### Routing congestion map

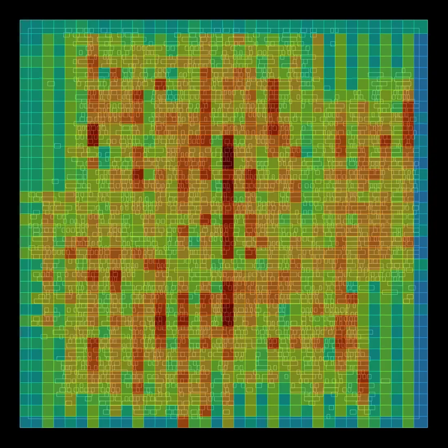
### The metal 2 layer

Cells faint in the background.
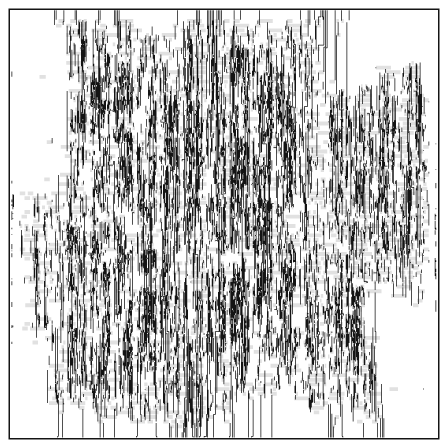
### Clock network drawn from the DEF

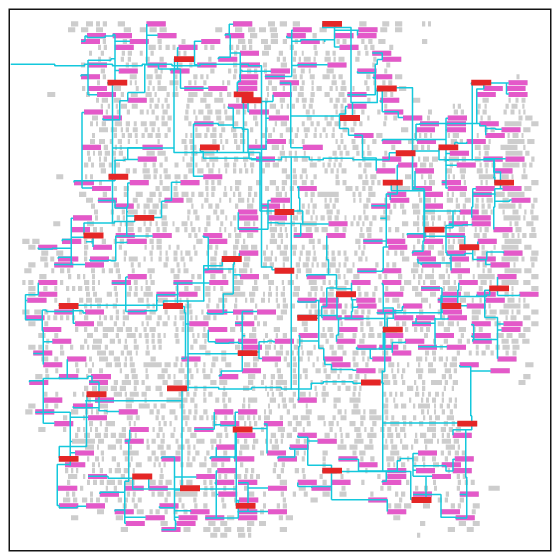
## src/rtl/mst_strm_gen_pkg.sv

```systemverilog
// rtl/mst_strm_gen_pkg.sv - shared mode encodings, LFSR polynomial and seed function
package mst_strm_gen_pkg;

    typedef enum logic [1:0] {
        MODE_INC   = 2'b00,
        MODE_DEC   = 2'b01,
        MODE_PRBS  = 2'b10,
        MODE_CONST = 2'b11
    } gen_mode_e;

    localparam logic [31:0] LFSR_POLY = 32'h8020_0003;

    // Per-channel seed: channel number in bits [25:24], low bit set so the
    // PRBS sequence never starts from the all-zero lock-up state.
    function automatic logic [31:0] seed_of(input logic [1:0] ch);
        return {6'b0, ch, 24'h000001};
    endfunction

    // One Galois step: shift right, fold the polynomial back in when a 1 falls out.
    function automatic logic [31:0] lfsr_next(input logic [31:0] v);
        return v[0] ? ((v >> 1) ^ LFSR_POLY) : (v >> 1);
    endfunction

endpackage

```

## src/rtl/mst_strm_chan.sv

```systemverilog
// rtl/mst_strm_chan.sv - one generator channel: next-word, output word and word count
//
// Ports:
//   clk, rst        clock, asynchronous active-high reset
//   i_req           one-cycle request for the next word
//   i_mode          pattern select (mst_strm_gen_pkg::gen_mode_e)
//   i_restart       synchronous reload to seed
//   o_dat           registered generated word
//   o_cnt           16-bit words-issued count
// Macro STRM_GEN_PRBS_EN builds the LFSR path; otherwise PRBS mode increments.
module mst_strm_chan
    import mst_strm_gen_pkg::*;
#(
    parameter int DW = 32,
    parameter int CH = 0
) (
    input  logic          clk,
    input  logic          rst,
    input  logic          i_req,
    input  logic [1:0]    i_mode,
    input  logic          i_restart,
    output logic [DW-1:0] o_dat,
    output logic [15:0]   o_cnt
);

    localparam logic [DW-1:0] SEED = DW'(seed_of(2'(CH)));

    logic [DW-1:0] r_nxt;
    logic [DW-1:0] r_dat;
    logic [15:0]   r_cnt;

    logic [DW-1:0] w_src;
    logic [DW-1:0] w_word;
    logic [DW-1:0] w_nxt_f;
    gen_mode_e     w_mode;

    assign w_mode = gen_mode_e'(i_mode);

    always_comb begin
        // A restart coinciding with a request serves the seed word itself.
        w_src = i_restart ? SEED : r_nxt;
`ifdef STRM_GEN_PRBS_EN
        if (w_mode == MODE_PRBS && w_src == '0) begin
            w_src = SEED;
        end
`endif
        w_word  = w_src;
        w_nxt_f = w_src;
        case (w_mode)
            MODE_INC:   w_nxt_f = w_src + DW'(1);
            MODE_DEC:   w_nxt_f = w_src - DW'(1);
`ifdef STRM_GEN_PRBS_EN
            MODE_PRBS:  w_nxt_f = DW'(lfsr_next(32'(w_src)));
`else
            MODE_PRBS:  w_nxt_f = w_src + DW'(1);
`endif
            MODE_CONST: begin
                w_word  = SEED;
                w_nxt_f = w_src;
            end
            default:    w_nxt_f = w_src;
        endcase
    end

    always_ff @(posedge clk or posedge rst) begin
        if (rst) begin
            r_nxt <= SEED;
            r_dat <= SEED;
            r_cnt <= '0;
        end else if (i_req) begin
            r_dat <= w_word;
            r_nxt <= w_nxt_f;
            r_cnt <= i_restart ? 16'd1 : r_cnt + 16'd1;
        end else if (i_restart) begin
            r_nxt <= SEED;
            r_dat <= SEED;
            r_cnt <= '0;
        end
    end

    assign o_dat = r_dat;
    assign o_cnt = r_cnt;

endmodule

```

## src/rtl/mst_strm_gen.sv

```systemverilog
// rtl/mst_strm_gen.sv - four-channel test-pattern stream generator
//
// Ports:
//   clk, rst              clock, asynchronous active-high reset
//   gen0req..gen3req      per-channel word request pulses
//   gen0dat..gen3dat      per-channel registered generated words (WIDTH-4 bits)
//   genmode               00 inc, 01 dec, 10 PRBS, 11 constant
//   restart               synchronous reload of all channels to their seeds
//   cntsel, wcnt          word-count readback select and value
// Macro STRM_GEN_PRBS_EN enables the LFSR pattern; without it PRBS acts as increment.
module mst_strm_gen
    import mst_strm_gen_pkg::*;
#(
    parameter int WIDTH = 36
) (
    input  logic               clk,
    input  logic               rst,
    input  logic               gen0req,
    input  logic               gen1req,
    input  logic               gen2req,
    input  logic               gen3req,
    output logic [WIDTH-5:0]   gen0dat,
    output logic [WIDTH-5:0]   gen1dat,
    output logic [WIDTH-5:0]   gen2dat,
    output logic [WIDTH-5:0]   gen3dat,
    input  logic [1:0]         genmode,
    input  logic               restart,
    input  logic [1:0]         cntsel,
    output logic [15:0]        wcnt
);

    localparam int DW = WIDTH - 4;

    logic [15:0] w_cnt0, w_cnt1, w_cnt2, w_cnt3;

    mst_strm_chan #(.DW(DW), .CH(0)) u_chan0 (
        .clk(clk), .rst(rst), .i_req(gen0req), .i_mode(genmode),
        .i_restart(restart), .o_dat(gen0dat), .o_cnt(w_cnt0)
    );
    mst_strm_chan #(.DW(DW), .CH(1)) u_chan1 (
        .clk(clk), .rst(rst), .i_req(gen1req), .i_mode(genmode),
        .i_restart(restart), .o_dat(gen1dat), .o_cnt(w_cnt1)
    );
    mst_strm_chan #(.DW(DW), .CH(2)) u_chan2 (
        .clk(clk), .rst(rst), .i_req(gen2req), .i_mode(genmode),
        .i_restart(restart), .o_dat(gen2dat), .o_cnt(w_cnt2)
    );
    mst_strm_chan #(.DW(DW), .CH(3)) u_chan3 (
        .clk(clk), .rst(rst), .i_req(gen3req), .i_mode(genmode),
        .i_restart(restart), .o_dat(gen3dat), .o_cnt(w_cnt3)
    );

    always_comb begin
        wcnt = w_cnt0;
        case (cntsel)
            2'd0:    wcnt = w_cnt0;
            2'd1:    wcnt = w_cnt1;
            2'd2:    wcnt = w_cnt2;
            2'd3:    wcnt = w_cnt3;
            default: wcnt = w_cnt0;
        endcase
    end

endmodule
```

## config.mk

```make
export PLATFORM = sky130hd
export DESIGN_NAME = mst_strm_gen
export DESIGN_NICKNAME = d
export VERILOG_FILES = /design/src/rtl/mst_strm_gen_pkg.sv /design/src/rtl/mst_strm_chan.sv /design/src/rtl/mst_strm_gen.sv
export SDC_FILE = /design/constraint.sdc
export NUM_CORES = 1
export LEC_CHECK = 0
export CELL_PAD_IN_SITES_DETAIL_PLACEMENT = 1
export CELL_PAD_IN_SITES_GLOBAL_PLACEMENT = 2
export CORE_MARGIN = 5
export CORE_UTILIZATION = 37
export CTS_CLUSTER_DIAMETER = 120
export DETAILED_ROUTE_END_ITERATION = 8
export MAX_ROUTING_LAYER = met4
export PLACE_DENSITY = 0.9
export REMOVE_ABC_BUFFERS = 1
export SLEW_MARGIN = 25
export SYNTH_ARGS = -nofsm -noshare
export SYNTH_HDL_FRONTEND = slang
export SYNTH_SLANG_ARGS = --single-unit
```

## constraint.sdc

```tcl
create_clock -name clk -period 16 [get_ports clk]
set_clock_uncertainty 0.2 [all_clocks]
set_input_delay 3.2 -clock clk [delete_from_list [all_inputs] [get_ports clk]]
set_output_delay 3.2 -clock clk [all_outputs]
set_load 0.1 [all_outputs]
```

==> ci_impl_report.md <==
### Flow metrics

| Metric | Value |
|---|---|
| Status | finished, final reports clean |
| Worst reg2reg path endpoint | u_chan1.r_nxt[30]$_DFF_PP0_ |
| Worst setup EP type | output pin |
| Post-synth top area cell | dfrtp_1 |
| Pre-CTS WS | 6.60 ns |
| Clock Sink Count | 320 |
| Max Buffers Root-to-Sink | 3 |
| Reg2Reg Launch Point | u_chan1.r_nxt[0]$_DFF_PP1_ |
| Post-Synthesis Cell Area | 0.0213 mm2 |
| Clock latency on the worst-skew pair | 0.58 ns |
| Met2 wire length | 33200 um |
| VDD IR-drop max | 63.4 uV |
| Min cycle time layout | 9.11 ns |
| DRC | 0 |
| Post-CTS Setup Bufs | 0 |
| Critical path type | in -> out |
| Non-Filler Instances | 3353 |
| Hold Vio Cnt, Final | 0 |
| Final setup fails | 0 |
| Most common cell in the netlist | dfrtp_1 |
| Grt met1 use | 28.1% |
| Grt ovf | 0 |
| WP data arrival | 5.71 ns |
| Vias in the first global route | 20200 |
| Synth flops | 320 |
| DIE HEIGHT | 250 um |
| Yosys stat area | 0.0213 mm2 |
| Final core utilization | 42.5% |
| Global-route wire length before repair | 110000 um |
| Synth Warn # | 0 |
| Req. time, crit path | 12.60 ns |
| Met3 wire len | 2480 um |
| Worst setup SP type | primary input |
| Cell Pwr Density | 110 mW/mm2 |
| Min Hold Slack | 0.286 ns |
| Post-route setup slack | 6.89 ns |
| I/O Pins | 155 |
| Crit path to | wcnt[15] |
| Placed cell count | 3279 |
| FP Util | 37.1% |
| Total CTS buffers | 40 |
| Seq/Total Area, Yosys | 37.7% |
| Core ar. | 0.0574 mm2 |
| Cells after Synth | 2564 |
| Worst Max-Slew Pin Slew | 1.09 ns |
| Worst Path Max Fanout | 16 |
| Syn-to-layout area delta | 14.5% |
| Flip-flops with a built-in enable | 0 |
| CTS root buf | clkbuf_16 |
| Primary FF master, synth | dfrtp_1 |
| Fill cells | 6725 |
| Placer Congestion | 0.873 |
| Top routing layer in use | met4 |
| Die width | 250 um |
| Final Max Tran Viols | 0 |
| Fraction of registers with async set/reset | 100% |
| Hold path depth | 1 |
| Port Buffers | 154 |
| Share of layout cells above drive strength 1 | 7.23% |
| Routed vias/inst | 5.77 |
| Worst hold endpoint | u_chan2.r_nxt[31]$_DFF_PP0_ |
| Met1 wire length | 31100 um |
| Drt pass-1 iters | 5 |
| Worst-path clk slew | 0.05 ns |
| Design Area, Final | 0.0244 mm2 |
| RSZ-0062 raised after global routing | false |
| Die Footprint | 0.0624 mm2 |
| Gr usage total | 21.4% |
| Net count, final | 2604 |
| # Cells Yosys | 2564 |
| Leak | 9.58 nW |
| Final worst-path cycle share | 56.9% |
| Biggest area cells | dfrtp_1 (36%), a21oi_1 (5.3%), nand3_1 (4.7%), xnor2_1 (4.6%), nand2_1 (4.2%) |
| Max_slew headroom | 27.1% |
| Total negative setup slack | 0 ns |
| Distinct cells, synth | 97 |
| Design Power | 2.69 mW |
| Worst setup startpoint | cntsel[0] |
| Synth top cells by count | dfrtp_1 (304), nand2_1 (238), a21oi_1 (226) |
| Flop-to-flop setup slack | 12.51 ns |
| DPL Wire Length | 44500 um |
| Largest net degree at the start of global routing | 170 |
| Dominant cell area share | 35.7% |
| H-Tree Level Count | 2 |
Back to the opening pictures, 'Routing congestion map':
global route hottest layer: met2
met2 usage: 35.7%

Back to the opening pictures, 'The metal 2 layer':
The layer carries 33.2 mm of wire. The longest straight run is 72.1 um.
Routed WL: 67800 um
detailed-route via count: 19350

Back to the opening pictures, 'Clock network drawn from the DEF':
Magenta stands for flip-flops, count 320. Cyan stands for clock wires, length 5320 um. Red stands for clock drivers, count 40.
There are 41 routed clock nets. Position of the flops: widely spread.

-- sequential cells by signal, summed over array words and instances (netlist names), 32 cells and up --
register	count
u_chan3.r_nxt	32
u_chan1.o_dat	32
u_chan2.r_nxt	32
u_chan3.o_dat	32
u_chan0.r_nxt	32
u_chan2.o_dat	32
u_chan1.r_nxt	32
u_chan0.o_dat	32
-- final cells by class --
class                      instances  area [um2]  share of cell area [%]
clock buffer                      60        1200                    4.91
clock inverter                    13         158                   0.646
inverter                          33         131                   0.539
multi-input combinational       1982       12200                    50.0
sequential                       320        8030                    32.9
tap                              765         957                    3.93
timing repair buffer             180        1730                    7.10
-- layout by cell type (no fill, tap or decap), types with 10 or more instances in the layout --
cell	count
a21o_1	23
a21oi_1	226
a31oi_1	14
and2_1	22
and3_1	30
and4_1	10
buf_4	24
clkbuf_16	41
clkbuf_8	10
clkdlybuf4s50_1	143
dfrtp_1	304
dfstp_2	16
ha_1	36
inv_1	30
mux2i_1	31
mux4_2	16
nand2_1	237
nand2b_1	131
nand3_1	200
nand3b_1	10
nand4_1	46
nor2_1	191
nor2b_1	71
nor3_1	42
nor4_1	50
o211ai_1	22
o21ai_0	175
o22ai_1	16
o31ai_1	11
or3_1	29
xnor2_1	113
xor2_1	52
-- logic make-up after synthesis --
logic type	count (synthesis)	share of synthesized area, %
and+or+nand+nor	1116	27.0
AOI/OAI and AO/OA	609	17.7
DFF	320	37.7
buffers and inverters	262	5.10
xor gates and xnor gates	165	6.79
muxes	56	3.63
adders and majority gates	36	2.12
-- critical path, cell delays in order --
cell and delay, ns:
clkdlybuf4s50_1 0.95, mux4_2 0.58, clkdlybuf4s50_1 0.98
-- power by group --
group          switching [mW]  leakage (nW)  internal (mW)
clock                   0.378         0.655          0.566
sequential              0.126          4.28          0.885
combinational           0.486          4.64          0.248
No activity file was given, so power comes from the tool's default toggle rates.
